Figure 1. Supply network (run 1).
Scale bar: 20 um. Pins as bars on the die edge. Tap cells in grey.
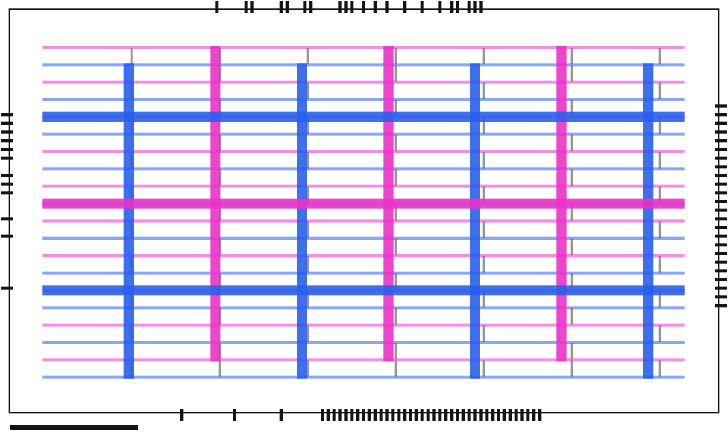
Figure 2. Placement by cell class (run 1).
Fill, decap, tap and diode cells in grey.
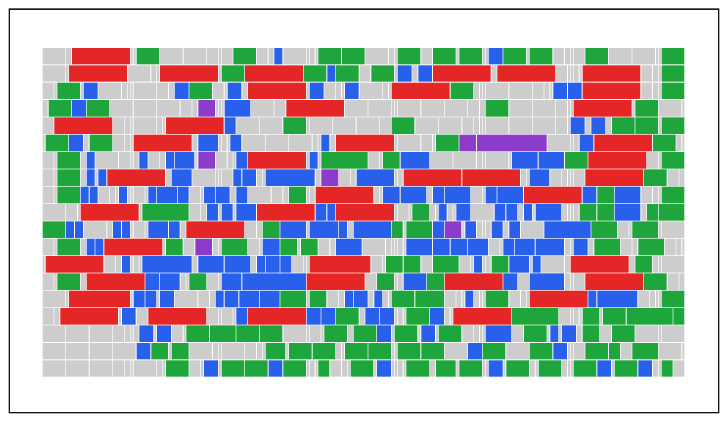
Figure 3. Nets reached from selected ports (run 1).
Scale bar: 20 um.
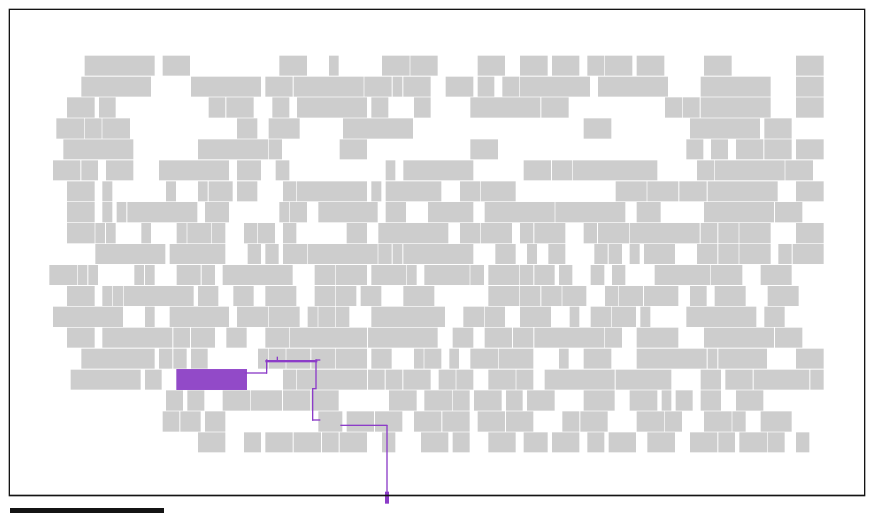
`src/rtl/burst_ctrl_pkg.sv`:
```
// Shared types and constants for the burst command front end.
// Width/stride values track bt_top::ADDR_WIDTH/DATA_WIDTH/ADDR_MAX and addr_mod::STRIDE downstream.
package burst_ctrl_pkg;

    localparam int unsigned ADDR_WIDTH        = 8;
    localparam int unsigned DATA_WIDTH        = 16;
    localparam int unsigned ADDR_MAX          = (1 << ADDR_WIDTH) - 1;
    localparam int unsigned STRIDE            = 1;
    localparam int unsigned DEFAULT_LEN_WIDTH = 5;

    typedef logic [ADDR_WIDTH-1:0]        addr_t;
    typedef logic [DATA_WIDTH-1:0]        data_t;
    typedef logic [DEFAULT_LEN_WIDTH-1:0] len_t;

    typedef logic [2:0] state_t;
    localparam state_t StIdle   = 3'd0;
    localparam state_t StWr     = 3'd1;
    localparam state_t StRd     = 3'd2;
    localparam state_t StWdone  = 3'd3;
    localparam state_t StRdrain = 3'd4;

    // Last beat address without wrap, for the out-of-range check.
    function automatic logic [31:0] burst_end(input addr_t addr, input logic [31:0] len);
        return 32'(addr) + len * STRIDE;
    endfunction

endpackage

```
`src/rtl/burst_rd_tracker.sv`:
```
// Shift pipe of {valid, last} that times read responses to the SRAM read latency.
module burst_rd_tracker #(
    parameter int unsigned RD_LAT = 1
) (
    input  logic clk,
    input  logic rstn,
    input  logic issue,
    input  logic issue_last,
    output logic resp_valid,
    output logic resp_last,
    output logic empty
);

    localparam int unsigned Depth = RD_LAT + 1;

    logic [Depth-1:0] vld_q;
    logic [Depth-1:0] lst_q;

    always_ff @(posedge clk or negedge rstn) begin
        if (!rstn) begin
            vld_q <= '0;
            lst_q <= '0;
        end else begin
            vld_q <= Depth'({vld_q, issue});
            lst_q <= Depth'({lst_q, issue & issue_last});
        end
    end

    assign resp_valid = vld_q[Depth-1];
    assign resp_last  = lst_q[Depth-1];
    assign empty      = ~|vld_q;

endmodule

```
`src/rtl/burst_req_ctrl.sv`:
```
// Burst command front end for burst_transaction_top: expands one command into per-beat accesses.
// Optional BURST_BOUND_CHK_EN rejects commands whose last beat would pass ADDR_MAX.
module burst_req_ctrl
    import burst_ctrl_pkg::*;
#(
    parameter int unsigned LEN_WIDTH = DEFAULT_LEN_WIDTH,
    parameter int unsigned RD_LAT    = 1
) (
    input  logic                  clk,
    input  logic                  rstn,
    input  logic                  cmd_valid,
    output logic                  cmd_ready,
    input  logic                  cmd_write,
    input  logic [ADDR_WIDTH-1:0] cmd_addr,
    input  logic [LEN_WIDTH-1:0]  cmd_len,
    input  logic                  wdata_valid,
    output logic                  wdata_ready,
    input  logic [DATA_WIDTH-1:0] wdata,
    output logic                  rresp_valid,
    output logic [DATA_WIDTH-1:0] rresp_data,
    output logic                  rresp_last,
    output logic                  cmd_err,
    output logic                  burst_en,
    output logic [ADDR_WIDTH-1:0] addr_top,
    output logic                  wren,
    output logic                  rden,
    output logic [DATA_WIDTH-1:0] wr_data,
    input  logic [DATA_WIDTH-1:0] rd_data
);

    state_t               state_q, state_d;
    addr_t                cur_addr_q, cur_addr_d;
    logic [LEN_WIDTH-1:0] len_q, len_d;
    logic [LEN_WIDTH-1:0] beat_cnt_q, beat_cnt_d;
    logic                 cmd_ready_q;
    logic                 cmd_err_q;
    logic                 wren_q;
    logic                 rden_q;
    data_t                wr_data_q;

    logic cmd_hs;
    logic wr_beat;
    logic rd_beat;
    logic last_beat;
    logic bound_err;
    logic trk_valid;
    logic trk_last;
    logic trk_empty;

    assign cmd_hs    = cmd_valid && cmd_ready;
    assign wr_beat   = (state_q == StWr) && wdata_valid;
    assign rd_beat   = (state_q == StRd);
    assign last_beat = (beat_cnt_q == len_q);

`ifdef BURST_BOUND_CHK_EN
    assign bound_err = burst_end(cmd_addr, 32'(cmd_len)) > 32'(ADDR_MAX);
`else
    assign bound_err = 1'b0;
`endif

    always_comb begin
        state_d    = state_q;
        cur_addr_d = cur_addr_q;
        len_d      = len_q;
        beat_cnt_d = beat_cnt_q;
        case (state_q)
            StIdle: begin
                if (cmd_hs && !bound_err) begin
                    cur_addr_d = cmd_addr;
                    len_d      = cmd_len;
                    beat_cnt_d = '0;
                    state_d    = cmd_write ? StWr : StRd;
                end
            end
            StWr: begin
                if (wr_beat) begin
                    cur_addr_d = cur_addr_q + addr_t'(STRIDE);
                    beat_cnt_d = beat_cnt_q + LEN_WIDTH'(1);
                    if (last_beat) begin
                        state_d = StWdone;
                    end
                end
            end
            StRd: begin
                cur_addr_d = cur_addr_q + addr_t'(STRIDE);
                beat_cnt_d = beat_cnt_q + LEN_WIDTH'(1);
                if (last_beat) begin
                    state_d = StRdrain;
                end
            end
            StWdone: state_d = StIdle;
            StRdrain: begin
                if (trk_empty) begin
                    state_d = StIdle;
                end
            end
            default: state_d = StIdle;
        endcase
    end

    // wren/rden/wr_data lag addr_top by one cycle to meet the downstream address register.
    always_ff @(posedge clk or negedge rstn) begin
        if (!rstn) begin
            state_q     <= StIdle;
            cur_addr_q  <= '0;
            len_q       <= '0;
            beat_cnt_q  <= '0;
            cmd_ready_q <= 1'b0;
            cmd_err_q   <= 1'b0;
            wren_q      <= 1'b0;
            rden_q      <= 1'b0;
            wr_data_q   <= '0;
        end else begin
            state_q     <= state_d;
            cur_addr_q  <= cur_addr_d;
            len_q       <= len_d;
            beat_cnt_q  <= beat_cnt_d;
            cmd_ready_q <= (state_d == StIdle);
            cmd_err_q   <= cmd_hs && bound_err;
            wren_q      <= wr_beat;
            rden_q      <= rd_beat;
            wr_data_q   <= wr_beat ? wdata : '0;
        end
    end

    burst_rd_tracker #(
        .RD_LAT (RD_LAT)
    ) u_rd_tracker (
        .clk        (clk),
        .rstn       (rstn),
        .issue      (rd_beat),
        .issue_last (last_beat),
        .resp_valid (trk_valid),
        .resp_last  (trk_last),
        .empty      (trk_empty)
    );

    assign cmd_ready   = cmd_ready_q;
    assign cmd_err     = cmd_err_q;
    assign wdata_ready = (state_q == StWr);
    assign addr_top    = (state_q == StWr || state_q == StRd) ? cur_addr_q : '0;
    assign wren        = wren_q;
    assign rden        = rden_q;
    assign wr_data     = wr_data_q;
    assign burst_en    = 1'b0;
    assign rresp_valid = trk_valid;
    assign rresp_last  = trk_last;
    assign rresp_data  = trk_valid ? rd_data : '0;

endmodule

```
`config.mk`:
```
export PLATFORM = sky130hd
export DESIGN_NAME = burst_req_ctrl
export DESIGN_NICKNAME = d
export VERILOG_FILES = /design/src/rtl/burst_ctrl_pkg.sv /design/src/rtl/burst_rd_tracker.sv /design/src/rtl/burst_req_ctrl.sv
export SDC_FILE = /design/constraint.sdc
export NUM_CORES = 1
export LEC_CHECK = 0
export CAP_MARGIN = 20
export CORE_AREA = 5 5 106 58
export CTS_BUF_LIST = sky130_fd_sc_hd__clkbuf_4
export DETAILED_ROUTE_END_ITERATION = 7
export DIE_AREA = 0 0 111 63
export PLACE_DENSITY = 0.8
export SLEW_MARGIN = 20
export SYNTH_ARGS = -nofsm -noshare
export SYNTH_HDL_FRONTEND = slang
export SYNTH_SLANG_ARGS = --single-unit
```
`constraint.sdc`:
```
create_clock -name clk -period 1.75 [get_ports clk]
set_input_delay 0.35 -clock clk [delete_from_list [all_inputs] [get_ports clk]]
set_output_delay 0.35 -clock clk [all_outputs]
set_load 0.02 [all_outputs]
```
==> run summary, run 1 <==
Here are the numbers from the latest Yosys + OpenROAD run.

The run finished, with violations left. The checks that failed: setup timing. Among all stages on the critical path, the largest delay is contributed by dfrtp_1. The wire length of the first global-routing pass came out at 9830 um. The post-synth count of flops with an enable pin is 0. The post-synthesis instance area is 2070 um^2. A synthesized cell averages 10.3 um^2. At the end of routability-driven placement, the weighted congestion stood at 0.849. The routed design shows a wire length per standard cell of 15.4 um.

The power report attributes to the clock group a share of 11.2%. STA classifies the critical path startpoint as a flip-flop. The post-synthesis share of cell area spent on and-or and or-and gates is 11.4%. The switching power summed over all nets is 2.20 mW. For this run, global-route usage on met3 was measured as 5.13%. For this run, the leading register cell type out of synthesis is dfrtp_1.

The portion of total power attributed to sequential cells is 27.5%. The register area came out at 1080 um^2. The number of antenna repair diodes is 1.

The post-layout worst setup margin came out at -0.173 ns. The total power of the final layout came out at 5.56 mW. The flip-flop and latch power came out at 1.53 mW. The share of layout cells above drive strength 1 came out at 25.1%. The total of cells resized after clock tree synthesis came out at 72. The post-CTS setup buffer count came out at 8. The largest incremental delay on the critical path is 0.45 ns. In the synthesized netlist, the dominant kind of combinational cell is simple AND/OR/NAND/NOR gates. By instance count, the cell type seen most on the critical path is buf_6.

TritonCTS built the clock tree. The TritonCTS buffer count came out at 5. The finished layout holds 397 standard cells, fillers aside. The clock latency at the later pin of the worst-skew pair is 0.35 ns. The total wire length after detailed routing came out at 6100 um.

The non-clock inverter instance count of the final layout is 6. Hold is met by 0.365 ns. The data arrival at the endpoint of the critical path came out at 1.57 ns. The OpenROAD report gives the critical path a required time of 1.40 ns. The clock passes through at most 2 buffers.

The combinational share of cell area is 29.3%. The global-route track usage on met1 is 26.7%. The reported max-cap violation count is 0. Checking hold timing, the worst path is listed with class flip-flop to flip-flop. The H-tree depth reported by CTS is 2. Timing would allow up to 0.520 GHz.

The final-layout fill cell count came out at 411. STA classifies the critical path endpoint as an output port. The buffer and inverter count on the worst path is 2. The number of cells after detailed placement is 382. The non-clock buffering overhead in the final layout is 34.6%. The estimated wirelength of the detail-placed design is 4460 um. Setup repair after global routing could not meet its margin everywhere.

The combinational logic power came out at 3.41 mW. The most common cell in the synthesized netlist is dfrtp_1. Looking at the group totals, the largest power group turns out to be combinational cells. Listed in order, past its start point the critical path passes xor2_2 > buf_6 > and3_4 > buf_6.

The number of hold buffers added after CTS is 1. The number of logic gates is 142. The synthesized netlist handed to floorplanning was reported with a cell count of 200. The placed instances occupy a cell area of 3260 um^2. Synthesis instantiated 40 different standard cells from the library.

The setup TNS after final layout came out at -1.20 ns. The clock-pin transition on the worst setup and hold timing paths is 0.12 ns. By area the synthesized netlist is led by dfrtp_1 52%, and2_1 10%, nand2_1 4.0%, o221a_1 2.7%, a21oi_1 2.4%. The combinational group share of total power is 61.3%. By area, buffers come first. The fraction of the core area occupied by cells at floorplan is 39.8%. The commonest cells after synthesis are 43 x dfrtp_1, 33 x and2_1, 22 x nand2_1.

The cell type with the largest total area after synthesis is dfrtp_1. For this run, the final setup violation count is recorded as 9. The startpoint of the worst setup timing path is state_q[0]. The met3 wire length is 375 um. The number of synthesized register bits is 43. For this design, the sink count on the clock tree is 43.

The switching power share of the total came out at 39.6%. The share of the synthesized netlist area taken by xor and xnor gates is 2.96%. After synthesis, the design contains 200 cells according to Yosys. Summing the areas of all and, or, nand and nor instances in the mapped netlist gives 26.7% of the synthesized area.
Back to the opening pictures, Figure 1:
Key: magenta = VDD; blue = VSS
20 met1 rails follow the rows. 3 straps on met5. 7 straps on met4. 98 signal pins sit on the boundary.
Core Region: 5210 um^2
die boundary width: 111 um
Die Span Y: 63 um
Peak VDD IR: 0.883 mV

Back to the opening pictures, Figure 2:
Key: purple = clock drivers and dummy loads [cells 7, share of their area 2.2%]; green = other buffers and delay cells [cells 125, share of their area 36%]; red = flops [cells 43, share of their area 31%]; blue = combinational and other logic [cells 148, share of their area 31%]
fraction of the core area covered by cells at the end of the flow: 67.7%
fraction of area in registers: 30.6%

Back to the opening pictures, Figure 3:
Key: purple = cmd_ready [bits 1, direction output, edge south, end cells 1, buffers 1, wire 35.7 um]
I/O Buffers: 95
Top-Level Pins: 98

-- run 1: sequential cells by signal, indices dropped and copies added, names as in the netlist --
signal and flops:
u_rd_tracker.lst_q 2, cur_addr_q 8, u_rd_tracker.vld_q 2, beat_cnt_q 5, state_q 3, cmd_ready 1
wren 1, wr_data 16, len_q 5
-- run 1: path summary, 6_finish.rpt --
check	end	slack [ns]	depth (start not counted)
worst max-delay path	addr_top[1]	-0.17	4
min in group asynchronous	cur_addr_q[6]	0.49	3
worst max register to register	cur_addr_q[4]	0.05	7
worst min-delay path	u_rd_tracker.lst_q[1]	0.36	0
worst min register to register	u_rd_tracker.lst_q[1]	0.36	0
max in group asynchronous	state_q[1]	1.03	3
==> run 2: changes to the inputs <==
Settings changed: CTS_CLUSTER_SIZE set to 28.
Figure 4. Nets reached from selected ports (run 2).
Scale bar: 20 um.
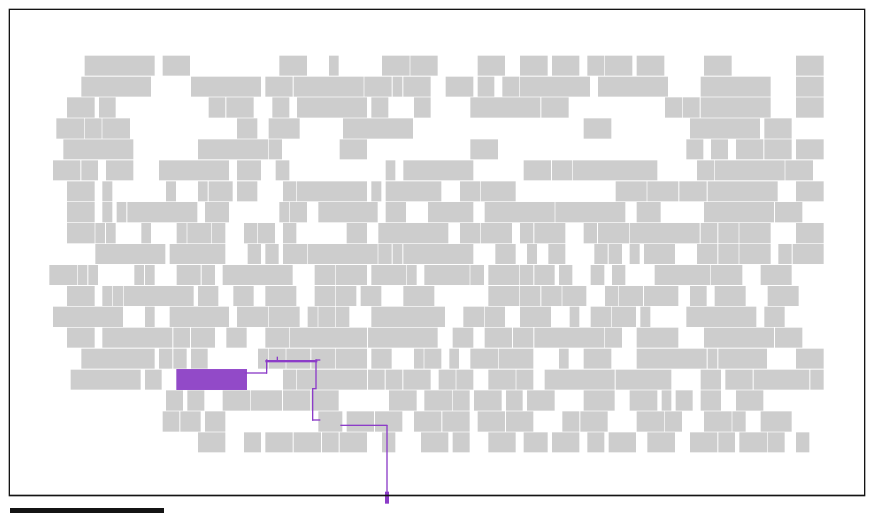
Key: purple = cmd_ready [bits 1, direction output, edge south, end cells 1, buffers 1, wire 35.7 um]

Figure 5. Cell outlines without signal wires (run 2).
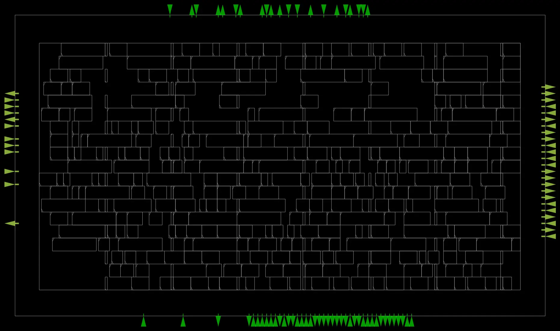
count of placed standard cells in the final layout, fillers left out: 397
count of inserted tapcells: 73
seq_cells: 43
number of core rows: 19
final-layout fill cell count: 411

==> run summary, run 2 <==
Here are the numbers from the latest Yosys + OpenROAD run.

The run finished, with violations left. The checks that failed: setup timing. The worst hold margin is 0.365 ns (unchanged). The combinational logic power came to 3.41 mW (about the same). The class occupying the most area after layout is reported as buffers. The internal power summed over all cells came out at 3.36 mW. The share of the synthesized netlist area taken by xor and xnor gates came out at 2.96% (unchanged).

Sorting the synthesis cell report by count puts at the top dfrtp_1. The number of synthesized register bits came out at 43 (unchanged). STA classifies the critical path endpoint as an output port.

The area fraction in and, or, nand and nor cells is 26.7% (unchanged). The floorplan core area is 5210 um^2 (unchanged). The kind of critical path is flip-flop to output port. The clock latency at the later pin of the worst-skew pair is 0.35 ns (about the same).

The share of the core filled with cells is 67.7% (unchanged). The TritonCTS buffer count came out at 5 (unchanged). The average wire per cell in the routed design was 15.4 um (unchanged). The non-clock inverter instance count of the final layout came out at 6 (unchanged). The I/O pin count is 98 (unchanged). The switching power share of the total is 39.6% (unchanged). The switching power summed over all nets is 2.20 mW (unchanged). The share of layout cells above drive strength 1 is 25.1% (unchanged). The count of flip-flops with a built-in enable after synthesis is 0 (unchanged). The flip-flop and latch power came to 1.53 mW (about the same).

The number of antenna repair diodes came out at 1 (unchanged). The estimated wirelength of the detail-placed design is 4460 um (unchanged). The global-route track usage on met1 was 26.7% (unchanged).

The combinational share of cell area was 29.3% (unchanged). The unique cell type count in the Yosys netlist is 40 (unchanged). The setup TNS after final layout is -1.20 ns (unchanged).

The peak supply drop was 0.883 mV (unchanged). The gate count after technology mapping is 200 (unchanged). The cell count in the Yosys report came out at 200 (unchanged). The most used flip-flop cell is dfrtp_1. The most common logic cells in the final layout are 66 x clkdlybuf4s50_1, 41 x dfrtp_1, 33 x and2_1. The post-synthesis instance area is 2070 um^2 (unchanged). The total overflow reported by the global router is 0. The post-synthesis share of cell area spent on and-or and or-and gates came to 11.4% (unchanged). The final number of setup-violating endpoints is 9 (unchanged). The weighted congestion at the end of routability-driven global placement came out at 0.849 (unchanged). The die boundary height is 63 um (unchanged). The H-tree depth reported by CTS is 2 (unchanged). The number of cells after detailed placement was 382 (unchanged). The combinational group share of total power was 61.3% (about the same). The post-layout worst setup margin came out at -0.173 ns (unchanged). The largest buffer count on any clock path is 2 (unchanged). The count of input and output buffers came out at 95 (unchanged). The data required time of the critical path came out at 1.40 ns (about the same). The number of logic gates is 142 (unchanged). The mean post-synth cell area is 10.3 um^2 (unchanged). The total power of the final layout is 5.56 mW (unchanged). The number of antenna violations at the first check in global routing was 1. TritonCTS built the clock tree.

The number of hold buffers added after CTS came to 1 (unchanged). The remaining antenna violation count after routing came out at 0. The total of cells resized after clock tree synthesis is 72 (unchanged). The fraction of registers with async set/reset came out at 100%. The wire length of the first global-routing pass came out at 9830 um (unchanged).

The CTS sink count is 43 (unchanged). The cell type with the largest total area after synthesis is dfrtp_1. The synthesis run shows the most used standard cells to be 43 x dfrtp_1, 33 x and2_1, 22 x nand2_1. The area reported by Yosys stat came out at 2070 um^2.

The tightest min-delay check is of the flip-flop to flip-flop type. Per report_power, the top consumer among the power groups is combinational cells. The worst setup path is launched from a flip-flop. The share of total power in the clock network came out at 11.2% (about the same).

The clock-pin transition on the worst setup and hold timing paths came out at 0.12 ns (about the same). The data arrival at the endpoint of the critical path came out at 1.57 ns (about the same). Among the non-sequential cells, simple AND/OR/NAND/NOR gates take the most area. The post-CTS setup buffer count is 8 (unchanged). The flop share of the area is 30.6% (unchanged). The flip-flop count of the largest register after layout came out at 16 (unchanged). The global routing met3 resource utilization is 5.13% (unchanged). The total wire length after detailed routing was 6100 um (unchanged). The met3 wire length is 375 um (unchanged). For reference, the top cells by area after synthesis are dfrtp_1 52%, and2_1 10%, nand2_1 4.0%, o221a_1 2.7%, a21oi_1 2.4%. The reported max-cap violation count came to 0 (unchanged).

The portion of total power attributed to sequential cells came to 27.5% (about the same). Setup repair after global routing could not meet its margin everywhere. The die extent in x is 111 um (unchanged). The achievable clock frequency was 0.520 GHz (unchanged). The post-detailed-placement cell area is 3260 um^2 (unchanged). The register area came out at 1080 um^2 (unchanged). The fraction of the core area occupied by cells at floorplan was 39.8% (unchanged). The non-clock buffering overhead in the final layout is 34.6% (unchanged).
Figure 6. Placement by cell class (run 2).
Fill, decap, tap and diode cells in grey.
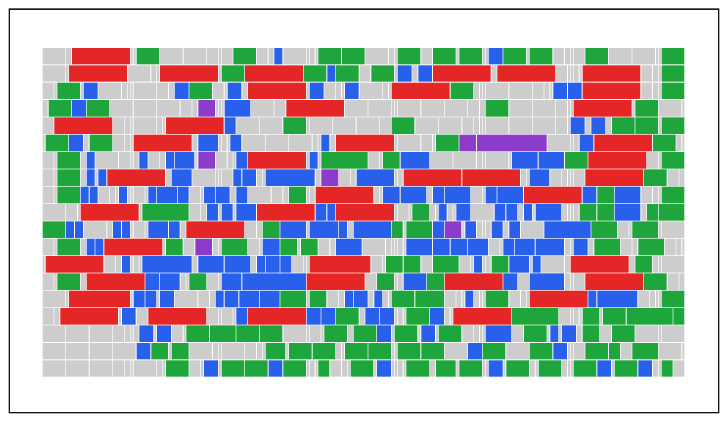
Key: purple = clock drivers and dummy loads [cells 7, share of their area 2.2%]; red = flops [cells 43, share of their area 31%]; green = other buffers and delay cells [cells 125, share of their area 36%]; blue = combinational and other logic [cells 148, share of their area 31%]
Design Area, Final: 3520 um^2

==> run 2: cell counts after synthesis <==
Identical to the previous run, type by type.
==> run 2: critical path: stages (launching register included) <==
cell,delay (ns)
dfrtp_1,0.45
xor2_2,0.31
buf_6,0.16
and3_4,0.19
buf_6,0.12
==> run 2: worst paths after layout <==
path	startpoint	end	slack, ns	cells after the start
max in group asynchronous	rstn	state_q[1]	1.03	3
hold / removal	u_rd_tracker.lst_q[0]	u_rd_tracker.lst_q[1]	0.36	0
setup / recovery	state_q[0]	addr_top[1]	-0.17	4
min in group asynchronous	rstn	cur_addr_q[6]	0.49	3
setup reg to reg	state_q[0]	cur_addr_q[4]	0.05	7
hold reg to reg	u_rd_tracker.lst_q[0]	u_rd_tracker.lst_q[1]	0.36	0
==> run 3: changes to the inputs <==
Settings changed: SKIP_CTS_REPAIR_TIMING set to 1.
Figure 7. Supply network (run 3).
Scale bar: 20 um. Pins as bars on the die edge. Tap cells in grey.
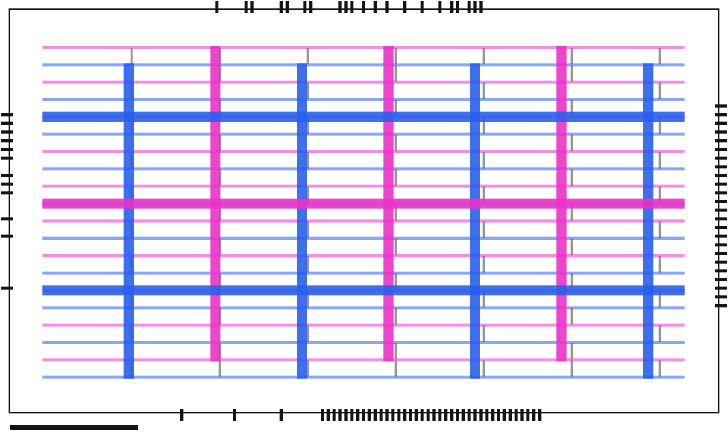
Key: magenta = VDD; blue = VSS
73 tap cells. The core has 19 rows. 7 straps on met4. 98 signal pins sit on the boundary. 3 straps on met5.
Peak VDD IR: 0.823 mV

Figure 8. Cell outlines without signal wires (run 3).
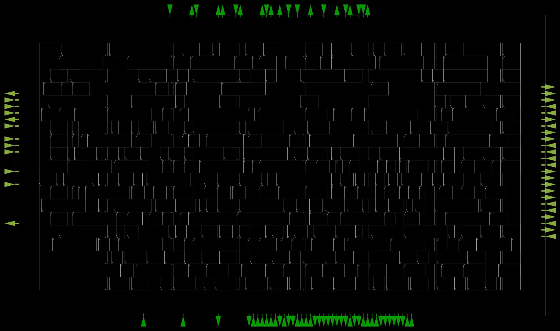
fraction of area in registers: 30.5%
count of placed standard cells in the final layout, fillers left out: 396
final-layout fill cell count: 409
fraction of the core area covered by cells at the end of the flow: 67.9%

==> run summary, run 3 <==
Here are the numbers from the latest Yosys + OpenROAD run.

The run finished, with violations left. The final reports fail on setup timing. The clock-pin transition on the worst setup and hold timing paths came to 0.12 ns (about the same).

The post-synthesis share of cell area spent on and-or and or-and gates came out at 11.4% (unchanged). The largest incremental delay on the critical path came to 0.45 ns (about the same). The path class of the tightest hold or removal check is flip-flop to flip-flop. The share of total power in the clock network is 11.5% (+0.3 points). Ranked by total cell area, the synthesized netlist is headed by dfrtp_1 52%, and2_1 10%, nand2_1 4.0%, o221a_1 2.7%, a21oi_1 2.4%.

The largest buffer count on any clock path came out at 2 (unchanged). The cell type that accounts for the most area after synthesis is dfrtp_1. The sort of element at the end of the critical path is an output port. The worst setup path is launched from a flip-flop. The post-layout worst setup margin came to -0.145 ns (+0.0280 ns).

In this design, the largest share of critical-path delay is due to flip-flops. The data required time of the critical path came to 1.40 ns (about the same). The share of the synthesized netlist area taken by xor and xnor gates is 2.96% (unchanged). The post-synthesis instance area came out at 2070 um^2 (unchanged). The achievable clock frequency came out at 0.528 GHz (+1.5%). The leading cell category by total area is buffers. The total number of tap cells came out at 73 (unchanged). In the synthesized netlist, the dominant kind of combinational cell is simple AND/OR/NAND/NOR gates.

The global routing met3 resource utilization came out at 5.03% (-0.097 points). The internal reg-to-reg setup slack came out at 0.10 ns (+0.05 ns). The post-detailed-placement cell area was 3260 um^2 (unchanged). The gate count after technology mapping came out at 200 (unchanged).

The number of rows in the core area is 19 (unchanged). The H-tree depth reported by CTS came out at 2 (unchanged). After synthesis, the most frequently instantiated cells are 43 x dfrtp_1, 33 x and2_1, 22 x nand2_1. The portion of total power attributed to sequential cells came out at 28.0% (+0.5 points).

The mean post-synth cell area is 10.3 um^2 (unchanged). The reported max-cap violation count is 0 (unchanged). The cell count in the Yosys report is 200 (unchanged).

The total wire length after detailed routing came out at 6000 um (-1.7%). The fraction of the core area occupied by cells at floorplan is 39.8% (unchanged). The share of layout cells above drive strength 1 is 21.1% (-4.0 points). The CTS sink count came out at 43 (unchanged).

The flip-flop count of the largest register after layout came to 16 (unchanged). The setup TNS after final layout is -0.544 ns (+0.656 ns). The fraction of registers with async set/reset is 100% (unchanged). The combinational group share of total power was 60.5% (-0.8 points).

The wire length of the first global-routing pass came out at 9570 um (-2.7%). The top cell types in the final layout, fill and taps aside, are 66 x clkdlybuf4s50_1, 41 x dfrtp_1, 33 x and2_1. The TritonCTS buffer count came out at 5 (unchanged). The internal power summed over all cells was 3.32 mW (-1.3%). The unique cell type count in the Yosys netlist is 40 (unchanged). The number of synthesized register bits came out at 43 (unchanged). The number of logic gates is 142 (unchanged). The floorplan core area is 5210 um^2 (unchanged). The worst hold margin came out at 0.365 ns (-0.000106 ns). The estimated wirelength of the detail-placed design came out at 4460 um (unchanged).

The register area came out at 1080 um^2 (unchanged). The buffer and inverter count on the worst path is 3 (+1). The final design instance area without fill was 3540 um^2 (+0.39%).

The number of antenna repair diodes came out at 1 (unchanged). The met3 wire length came to 327 um (-13%). The number of cells after detailed placement came out at 382 (unchanged). The non-clock buffering overhead in the final layout is 36.0% (+1.4 points). The die extent in x came out at 111 um (unchanged). The non-clock inverter instance count of the final layout is 6 (unchanged).

The total power of the final layout came out at 5.43 mW (-2.3%). The kind of critical path is flip-flop to output port. The count of flip-flops with a built-in enable after synthesis is 0 (unchanged). The I/O pin count is 98 (unchanged). The global-route track usage on met1 came out at 26.4% (-0.24 points). The final number of setup-violating endpoints came out at 8 (-1). The clock latency at the later pin of the worst-skew pair is 0.35 ns (about the same).

The number of antenna violations at the first check in global routing came to 1 (unchanged). The die boundary height came to 63 um (unchanged).
Figure 9. Nets reached from selected ports (run 3).
Scale bar: 20 um.
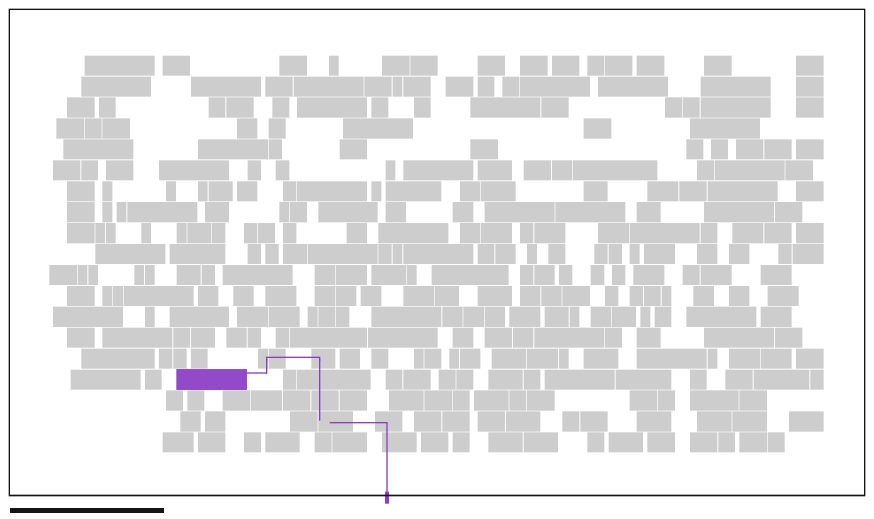
Key: purple = cmd_ready [bits 1, direction output, edge south, end cells 1, buffers 1, wire 36.2 um]

==> run 3: cell counts after synthesis <==
Identical to the previous run, type by type.
==> run 3: worst paths after layout <==
kind,startpoint,endpoint,cells after the start
min,u_rd_tracker.lst_q[0],u_rd_tracker.lst_q[1],0
max reg2reg,state_q[1],cur_addr_q[3],6
max,state_q[0],addr_top[6],5
max in group asynchronous,rstn,state_q[2],3
min in group asynchronous,rstn,cur_addr_q[5],3
min reg2reg,u_rd_tracker.lst_q[0],u_rd_tracker.lst_q[1],0
==> run 3: power by group through the flow <==
stage	clock, mW	combinational (mW)	sequential, mW
final	0.624	3.28	1.52
after floorplan	0	1.52	1.58
after detailed placement	0	2.95	1.53
after CTS	0.650	2.96	1.51
after global placement	0	2.89	1.51
after global routing	0.692	3.56	1.56
Power and IR drop assume default switching activity.
